**src/rtl/axis_demux_if.sv**
```systemverilog
`default_nettype none
// ============================================================================
//  Module      : axis_demux_if
//  Description : Bundles the upstream AXI-Stream port, both downstream ports
//                and the per-port delivered-packet counters of axis_demux.
//  Revision    : 1.0 - initial release
// ============================================================================
interface axis_demux_if #(
  parameter int DATA_WIDTH = 8
);
  // Upstream beat
  logic                  s_axis_tvalid;
  logic                  s_axis_tready;
  logic [DATA_WIDTH-1:0] s_axis_tdata;
  logic                  s_axis_tlast;
  logic                  s_axis_tdest;

  // Downstream port 1
  logic                  m_axis_tvalid1;
  logic                  m_axis_tready1;
  logic [DATA_WIDTH-1:0] m_axis_tdata1;
  logic                  m_axis_tlast1;

  // Downstream port 2
  logic                  m_axis_tvalid2;
  logic                  m_axis_tready2;
  logic [DATA_WIDTH-1:0] m_axis_tdata2;
  logic                  m_axis_tlast2;

  // Delivered-packet counters
  logic [7:0]            pkt_cnt1;
  logic [7:0]            pkt_cnt2;

  // Demux side
  modport slave (
    input  s_axis_tvalid, s_axis_tdata, s_axis_tlast, s_axis_tdest,
    input  m_axis_tready1, m_axis_tready2,
    output s_axis_tready,
    output m_axis_tvalid1, m_axis_tdata1, m_axis_tlast1,
    output m_axis_tvalid2, m_axis_tdata2, m_axis_tlast2,
    output pkt_cnt1, pkt_cnt2
  );

  // Environment side (source upstream, sink downstream)
  modport master (
    output s_axis_tvalid, s_axis_tdata, s_axis_tlast, s_axis_tdest,
    output m_axis_tready1, m_axis_tready2,
    input  s_axis_tready,
    input  m_axis_tvalid1, m_axis_tdata1, m_axis_tlast1,
    input  m_axis_tvalid2, m_axis_tdata2, m_axis_tlast2,
    input  pkt_cnt1, pkt_cnt2
  );
endinterface
`default_nettype wire

```
**src/rtl/axis_demux.sv**
```systemverilog
`default_nettype none
// ============================================================================
//  Module      : axis_demux
//  Description : 1-to-2 AXI-Stream packet demultiplexer. Destination is taken
//                from the first beat of each packet; each output has a single
//                registered beat slot; per-port delivered-packet counters.
//  Revision    : 1.0 - initial release
// ============================================================================
module axis_demux #(
  parameter int DATA_WIDTH = 8
) (
  input  wire logic  aclk,
  input  wire logic  aresetn,
  axis_demux_if.slave bus
);

  typedef enum logic [1:0] {
    IDLE  = 2'd0,
    BUSY1 = 2'd1,
    BUSY2 = 2'd2
  } state_t;

  state_t                r_state;

  logic                  r_valid1;
  logic [DATA_WIDTH-1:0] r_data1;
  logic                  r_last1;
  logic                  r_valid2;
  logic [DATA_WIDTH-1:0] r_data2;
  logic                  r_last2;
  logic [7:0]            r_cnt1;
  logic [7:0]            r_cnt2;

  logic                  w_sel2;
  logic                  w_tready;
  logic                  w_accept;
  logic                  w_load1;
  logic                  w_load2;
  logic                  w_fire1;
  logic                  w_fire2;

  // Port select: destination bit on a first beat, locked to the packet's port otherwise
  always_comb begin
    w_sel2 = 1'b0;
    case (r_state)
      IDLE:    w_sel2 = bus.s_axis_tdest;
      BUSY1:   w_sel2 = 1'b0;
      BUSY2:   w_sel2 = 1'b1;
      default: w_sel2 = 1'b0;
    endcase
  end

  // Ready is held low throughout reset so nothing is accepted while state is cleared
  assign w_tready = aresetn & (w_sel2 ? (~r_valid2 | bus.m_axis_tready2)
                                      : (~r_valid1 | bus.m_axis_tready1));
  assign w_accept = bus.s_axis_tvalid & w_tready;
  assign w_load1  = w_accept & ~w_sel2;
  assign w_load2  = w_accept &  w_sel2;
  assign w_fire1  = r_valid1 & bus.m_axis_tready1;
  assign w_fire2  = r_valid2 & bus.m_axis_tready2;

  // Packet-tracking FSM: advances only on accepted beats
  always_ff @(posedge aclk or negedge aresetn) begin
    if (!aresetn) begin
      r_state <= IDLE;
    end else if (w_accept) begin
      case (r_state)
        IDLE:         if (!bus.s_axis_tlast) r_state <= bus.s_axis_tdest ? BUSY2 : BUSY1;
        BUSY1, BUSY2: if (bus.s_axis_tlast)  r_state <= IDLE;
        default:      r_state <= IDLE;
      endcase
    end
  end

  // Port 1 slot: a load wins over a drain in the same cycle
  always_ff @(posedge aclk or negedge aresetn) begin
    if (!aresetn) begin
      r_valid1 <= 1'b0;
      r_data1  <= '0;
      r_last1  <= 1'b0;
    end else if (w_load1) begin
      r_valid1 <= 1'b1;
      r_data1  <= bus.s_axis_tdata;
      r_last1  <= bus.s_axis_tlast;
    end else if (w_fire1) begin
      r_valid1 <= 1'b0;
      r_data1  <= '0;
      r_last1  <= 1'b0;
    end
  end

  // Port 2 slot: a load wins over a drain in the same cycle
  always_ff @(posedge aclk or negedge aresetn) begin
    if (!aresetn) begin
      r_valid2 <= 1'b0;
      r_data2  <= '0;
      r_last2  <= 1'b0;
    end else if (w_load2) begin
      r_valid2 <= 1'b1;
      r_data2  <= bus.s_axis_tdata;
      r_last2  <= bus.s_axis_tlast;
    end else if (w_fire2) begin
      r_valid2 <= 1'b0;
      r_data2  <= '0;
      r_last2  <= 1'b0;
    end
  end

  // Delivered-packet counters: count downstream handshakes carrying tlast, wrap at 256
  always_ff @(posedge aclk or negedge aresetn) begin
    if (!aresetn) begin
      r_cnt1 <= 8'd0;
      r_cnt2 <= 8'd0;
    end else begin
      if (w_fire1 && r_last1) r_cnt1 <= r_cnt1 + 8'd1;
      if (w_fire2 && r_last2) r_cnt2 <= r_cnt2 + 8'd1;
    end
  end

  assign bus.s_axis_tready  = w_tready;
  assign bus.m_axis_tvalid1 = r_valid1;
  assign bus.m_axis_tdata1  = r_data1;
  assign bus.m_axis_tlast1  = r_last1;
  assign bus.m_axis_tvalid2 = r_valid2;
  assign bus.m_axis_tdata2  = r_data2;
  assign bus.m_axis_tlast2  = r_last2;
  assign bus.pkt_cnt1       = r_cnt1;
  assign bus.pkt_cnt2       = r_cnt2;

endmodule
`default_nettype wire

```
**src/flat_wrapper.sv**
```systemverilog
// flat-port wrapper written by rule: the top's interface ports become plain ports
module axis_demux_flat 
#(
  parameter int DATA_WIDTH = 8
)
  (aclk, aresetn, bus_s_axis_tvalid, bus_s_axis_tdata, bus_s_axis_tlast, bus_s_axis_tdest, bus_m_axis_tready1, bus_m_axis_tready2, bus_s_axis_tready, bus_m_axis_tvalid1, bus_m_axis_tdata1, bus_m_axis_tlast1, bus_m_axis_tvalid2, bus_m_axis_tdata2, bus_m_axis_tlast2, bus_pkt_cnt1, bus_pkt_cnt2);
  axis_demux_if #(.DATA_WIDTH(DATA_WIDTH)) bus_i ();
  input  wire logic aclk;
  input  wire logic aresetn;
  input wire logic [$bits(bus_i.s_axis_tvalid)-1:0] bus_s_axis_tvalid;
  input wire logic [$bits(bus_i.s_axis_tdata)-1:0] bus_s_axis_tdata;
  input wire logic [$bits(bus_i.s_axis_tlast)-1:0] bus_s_axis_tlast;
  input wire logic [$bits(bus_i.s_axis_tdest)-1:0] bus_s_axis_tdest;
  input wire logic [$bits(bus_i.m_axis_tready1)-1:0] bus_m_axis_tready1;
  input wire logic [$bits(bus_i.m_axis_tready2)-1:0] bus_m_axis_tready2;
  output wire logic [$bits(bus_i.s_axis_tready)-1:0] bus_s_axis_tready;
  output wire logic [$bits(bus_i.m_axis_tvalid1)-1:0] bus_m_axis_tvalid1;
  output wire logic [$bits(bus_i.m_axis_tdata1)-1:0] bus_m_axis_tdata1;
  output wire logic [$bits(bus_i.m_axis_tlast1)-1:0] bus_m_axis_tlast1;
  output wire logic [$bits(bus_i.m_axis_tvalid2)-1:0] bus_m_axis_tvalid2;
  output wire logic [$bits(bus_i.m_axis_tdata2)-1:0] bus_m_axis_tdata2;
  output wire logic [$bits(bus_i.m_axis_tlast2)-1:0] bus_m_axis_tlast2;
  output wire logic [$bits(bus_i.pkt_cnt1)-1:0] bus_pkt_cnt1;
  output wire logic [$bits(bus_i.pkt_cnt2)-1:0] bus_pkt_cnt2;
  assign bus_i.s_axis_tvalid = bus_s_axis_tvalid;
  assign bus_i.s_axis_tdata = bus_s_axis_tdata;
  assign bus_i.s_axis_tlast = bus_s_axis_tlast;
  assign bus_i.s_axis_tdest = bus_s_axis_tdest;
  assign bus_i.m_axis_tready1 = bus_m_axis_tready1;
  assign bus_i.m_axis_tready2 = bus_m_axis_tready2;
  assign bus_s_axis_tready = bus_i.s_axis_tready;
  assign bus_m_axis_tvalid1 = bus_i.m_axis_tvalid1;
  assign bus_m_axis_tdata1 = bus_i.m_axis_tdata1;
  assign bus_m_axis_tlast1 = bus_i.m_axis_tlast1;
  assign bus_m_axis_tvalid2 = bus_i.m_axis_tvalid2;
  assign bus_m_axis_tdata2 = bus_i.m_axis_tdata2;
  assign bus_m_axis_tlast2 = bus_i.m_axis_tlast2;
  assign bus_pkt_cnt1 = bus_i.pkt_cnt1;
  assign bus_pkt_cnt2 = bus_i.pkt_cnt2;
  axis_demux #(.DATA_WIDTH(DATA_WIDTH)) u_core (.aclk(aclk), .aresetn(aresetn), .bus(bus_i));
endmodule
```
**config.mk**
```make
export PLATFORM = sky130hd
export DESIGN_NAME = axis_demux_flat
export DESIGN_NICKNAME = d
export VERILOG_FILES = /design/src/rtl/axis_demux_if.sv /design/src/rtl/axis_demux.sv /design/src/flat_wrapper.sv
export SDC_FILE = /design/constraint.sdc
export NUM_CORES = 1
export LEC_CHECK = 0
export CORE_MARGIN = 3
export CORE_UTILIZATION = 35
export CTS_CLUSTER_DIAMETER = 50
export DETAILED_ROUTE_END_ITERATION = 10
export PLACE_DENSITY = 0.65
export SYNTH_ARGS = -nofsm -noshare
export SYNTH_HDL_FRONTEND = slang
export SYNTH_SLANG_ARGS = --single-unit
export TNS_END_PERCENT = 10
```
**constraint.sdc**
```tcl
create_clock -name aclk -period 1.7 [get_ports aclk]
set_clock_uncertainty 0.1 [all_clocks]
set_input_delay 0.34 -clock aclk [delete_from_list [all_inputs] [get_ports aclk]]
set_output_delay 0.34 -clock aclk [all_outputs]
set_load 0.02 [all_outputs]
```
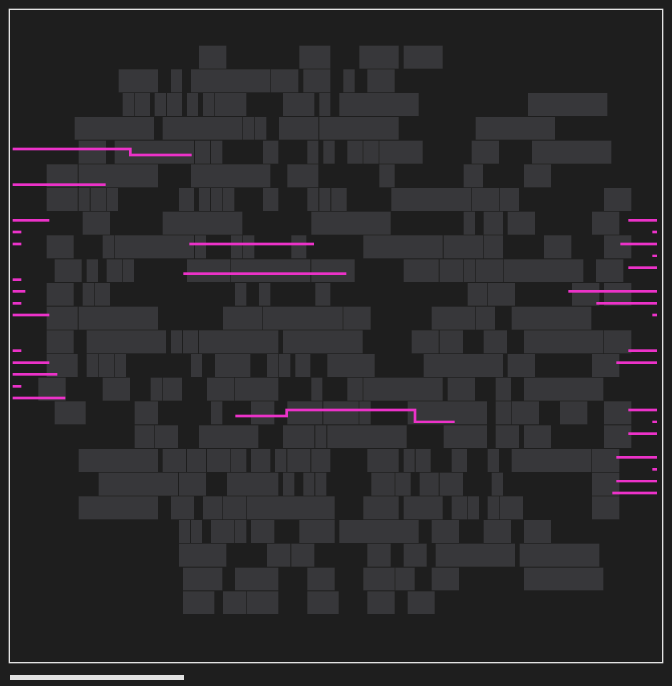
**Above:** run 1 (metal 3).
Scale bar: 20 µm. Cells faint in the background.
nets with wire on the layer: 32
main direction: horizontal
GR Util met3: 4.539%
WL final: 3823 µm
vias: 1397

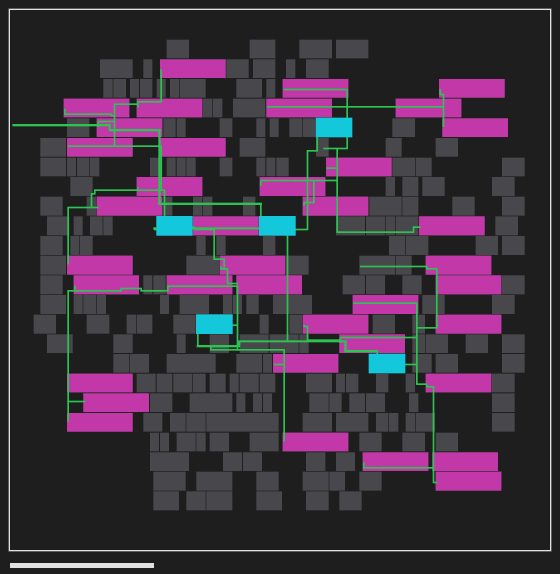
**Above:** run 1 (routed clock nets over the placement).
Scale bar: 20 µm.
[green] clock wires | length: 491 µm
[cyan] clock-net drivers | count: 5
[magenta] flip-flops | count: 38
routed clock nets: 6

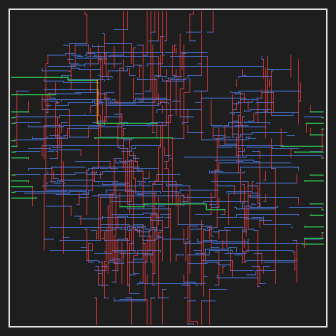
**Above:** run 1 (wiring by layer).
| color | layer | wire length |
|---|---|---|
| red | M2 | 1750 µm |
| green | M3 | 173 µm |
| orange | M4 | 10.2 µm |
| blue | M1 | 1890 µm |
GRT Total Usage: 14.87%
routed len/inst: 13.00 µm

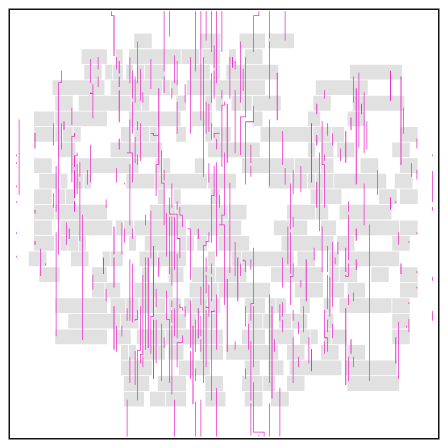
**Above:** run 1 (the metal 2 layer).
Cells faint in the background.
main direction: vertical
share of all routed wire: 46%
nets with wire on the layer: 216

-- run 1: layout by cell type (no fill, tap or decap), drive strengths merged, types with 2 or more instances in the layout --
cell | Yosys | routed
nor2 | 3 | 3
mux2 | 2 | 2
inv | 4 | 4
o21ai | 10 | 10
xor2 | 4 | 4
nand3 | 13 | 13
buf | 2 | 27
dlygate4sd2 | 0 | 32
nand2 | 46 | 46
dlymetal6s2s | 0 | 4
nand2b | 2 | 2
ha | 4 | 4
dfrtp | 38 | 38
and3 | 4 | 4
nand4 | 6 | 6
clkbuf | 1 | 6
xnor2 | 10 | 10
clkdlybuf4s50 | 0 | 13
-- run 1: final cells by class --
cell class	count	area, µm²	share of cell area, %
clock inverters	2	12.51	0.4955
multi-input cells	115	705.7	27.95
repair buffers	77	693.2	27.45
inverters	4	15.01	0.5946
well taps	52	65.06	2.577
flip-flops and latches	38	950.9	37.66
clock buffers	6	82.58	3.271
-- run 1: state kept, by name (all words and copies together), names as in the netlist, 2 cells and up --
register	cells
u_core.bus.m_axis_tdata1	8
u_core.bus.pkt_cnt2	8
u_core.bus.m_axis_tdata2	8
u_core.bus.pkt_cnt1	8
u_core.r_state	2
-- run 1: report_power, final --
group / switching [µW] / leakage (µW) / internal, µW
logic: 898 / 0.000828 / 764
registers: 182 / 0.000503 / 1180
clock network: 322 / 0.0000472 / 326
total: 1400 / 0.00138 / 2270
-- run 1: logic make-up (layout without fill, tap and decap cells) --
family	after synthesis	in the layout	synth area share [%]
and+or+nand+nor	79	79	22.30
DFF	38	38	57.45
xor gates and xnor gates	14	14	7.407
adders and majority gates	4	4	3.024
muxes	3	3	1.965
buffers and inverters	7	89	1.889
AOI/OAI and AO/OA	15	15	5.972
==> reports/metrics.cfg, run 1 <==
[floorplanning]
placementRows=24
dieHeight_um=74.77
dieArea_um2=5591
initial_core_util_pct=37.00

[synth]
ys_area_um2=1655
ys_cells=160
syn_avg_cell_area_um2=10.35
synth-async-reset-ratio_pct=100.0
yosysTopAreaCell=dfrtp_1
top_cell=nand2_1

[clock_network]
clock_sink_count=38
cts-hold-fix-buffers=1
cts_resized=37
cts_buffers=5

[cells_and_area]
post-route-util_pct=56.43
drive_gt1_share_pct=18.60
antenna_cells=0

[setup_path]
crit_cells=6
cp_data_required_time_ns=1.26
slowest_stage=dfrtp_1
path_class=reg2out
cp_top_family=flip-flops
cp.arrival_ns=1.57
cp_max_fo=3
slowest_delay_ns=0.38

[global_routing]
grt_remaining_overflow=0
antenna_found_initial=0

[drt]
top_layer=met4
first_pass_iters=4
detail-route-antenna-nets=0
drc_errors=0

[final_timing]
setup_viol=8
period_needed_ns=2.007
setup_slack_ns=-0.3073

[status]
status=finished, violations left
violations=negative setup slack

[placed_design]
io_buffers=51
post_dp_cell_area_um2=2392
place_ws_ns=-0.5797

[min_path]
hp-class=reg2reg
hold_path_end=u_core.bus.pkt_cnt1[7]$_DFFE_PN0P_
holdPathStages=1

## Run 2: what changed since run 1
ABC_CLOCK_PERIOD_IN_PS = 1700   (was not set)
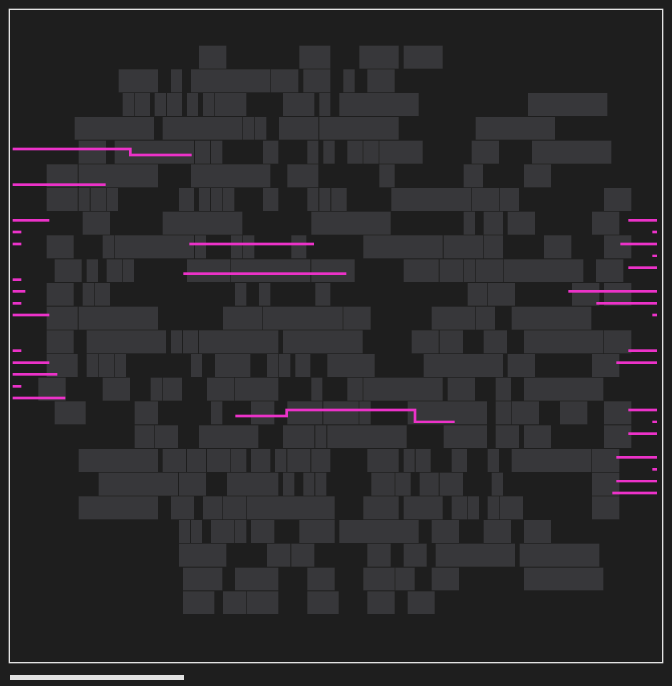
**Above:** run 2 (metal 3).
Scale bar: 20 µm. Cells faint in the background.
nets with wire on the layer: 32
wire length on this layer: 173 µm
longest straight run: 18.4 µm
main direction: horizontal

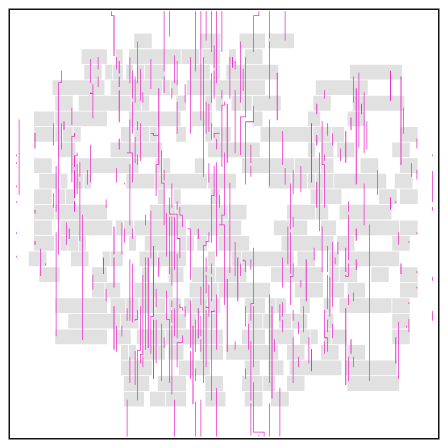
**Above:** run 2 (the metal 2 layer).
Cells faint in the background.
longest straight run: 30.0 µm
share of all routed wire: 46%
nets with wire on the layer: 216
wire length on this layer: 1750 µm
main direction: vertical

==> run 2 against run 1 <==
The flow still finishes with violations (negative setup slack). First-iteration DRC count unchanged. Synthesized area did not move. Utilization is the same. Non-clock buffer count is the same. Sequential share of layout area is the same. Critical endpoint unchanged. Highest routed layer unchanged.
==> reports/metrics.cfg, run 2 <==
[status]
status=finished, violations left
violations=negative setup slack

[drt]
num_vias=1397  ; unchanged
routed_wl_um=3823  ; unchanged

[cells_and_area]
post-route-util_pct=56.43  ; unchanged
logic_area_um2=705.7  ; unchanged
seqCellArea_um2=950.9  ; unchanged
buf_share_pct=27.45  ; unchanged
largest_cell_class=registers
clock_area_share_pct=3.766  ; unchanged
seq_share_pct=37.66  ; unchanged

[min_path]
hp-class=reg2reg

[floorplanning]
nWellTaps=52  ; unchanged
dieHeight_um=74.77  ; unchanged

[final_timing]
setup_viol=8  ; unchanged
period_needed_ns=2.007  ; unchanged
setup_slack_ns=-0.3073  ; unchanged

[synth]
synthAoiAreaFrac_pct=5.971  ; unchanged
syn_avg_cell_area_um2=10.35  ; unchanged
synth.area.mux_share_pct=1.965  ; unchanged
simple_gate_area_share_pct=22.30  ; unchanged
ys_top_logic_family=simple AND/OR/NAND/NOR gates
ys_sh_xor_pct=7.407  ; unchanged
synth-async-reset-ratio_pct=100.0  ; unchanged

[global_routing]
antenna_found_initial=0  ; unchanged
grt_remaining_overflow=0  ; unchanged

[clock_network]
cts_buffers=5  ; unchanged
cts_resized=37  ; unchanged
clock_sink_count=38  ; unchanged

[placed_design]
place_ws_ns=-0.5797  ; unchanged
post_dp_cell_area_um2=2392  ; unchanged

[setup_path]
cp_data_required_time_ns=1.26  ; about the same
cp_max_fo=3  ; unchanged

-- run 2: path summary, 6_finish.rpt --
check                                              startpoint                                 endpoint  slack, ns  depth (start not counted)
min                        u_core.bus.pkt_cnt1[7]$_DFFE_PN0P_       u_core.bus.pkt_cnt1[7]$_DFFE_PN0P_       0.36                          1
min reg2reg                u_core.bus.pkt_cnt1[7]$_DFFE_PN0P_       u_core.bus.pkt_cnt1[7]$_DFFE_PN0P_       0.36                          1
max in group asynchronous                             aresetn       u_core.bus.pkt_cnt2[5]$_DFFE_PN0P_       0.74                          3
min in group asynchronous                             aresetn  u_core.bus.m_axis_tdata1[7]$_DFFE_PN0P_       0.52                          3
max                             u_core.r_state[1]$_DFFE_PN0P_                        bus_s_axis_tready      -0.31                          6
max reg2reg                     u_core.r_state[1]$_DFFE_PN0P_            u_core.r_state[1]$_DFFE_PN0P_      -0.09                          8
-- run 2: where the power goes --
part | switching (µW) | total (µW) | internal [µW]
registers | 182 | 1370 | 1180
clock network | 322 | 648 | 326
logic | 898 | 1660 | 764
total | 1400 | 3680 | 2270
-- run 2: worst max-delay path: stages, from the launching register on --
cell and delay [ns]:
dfrtp_1 0.38, inv_1 0.06, ha_2 0.20, a21oi_4 0.14, mux2i_2 0.25, nor2_1 0.09, buf_4 0.16
-- run 2: cells by family (layout without fill, tap and decap cells) --
logic type      count (synthesis)  after routing
compound gates                 15             15
xor+xnor                       14             14
fa+ha+maj                       4              4
buf+inv                         7             89
flops                          38             38
mux                             3              3
simple gates                   79             79
-- run 2: layer usage --
metal | vias to the layer above | GRT usage [%] | part of all wire, %
li1 | 702 | - | -
met1 | 657 | 21.00 | 50
met2 | 36 | 21.66 | 46
met3 | 2 | 4.539 | 4.5
met4 | 0 | 5.336 | 0.26
met5 | - | 0 | 0
Power figures rest on the tool's default switching activity, not on a simulated workload.
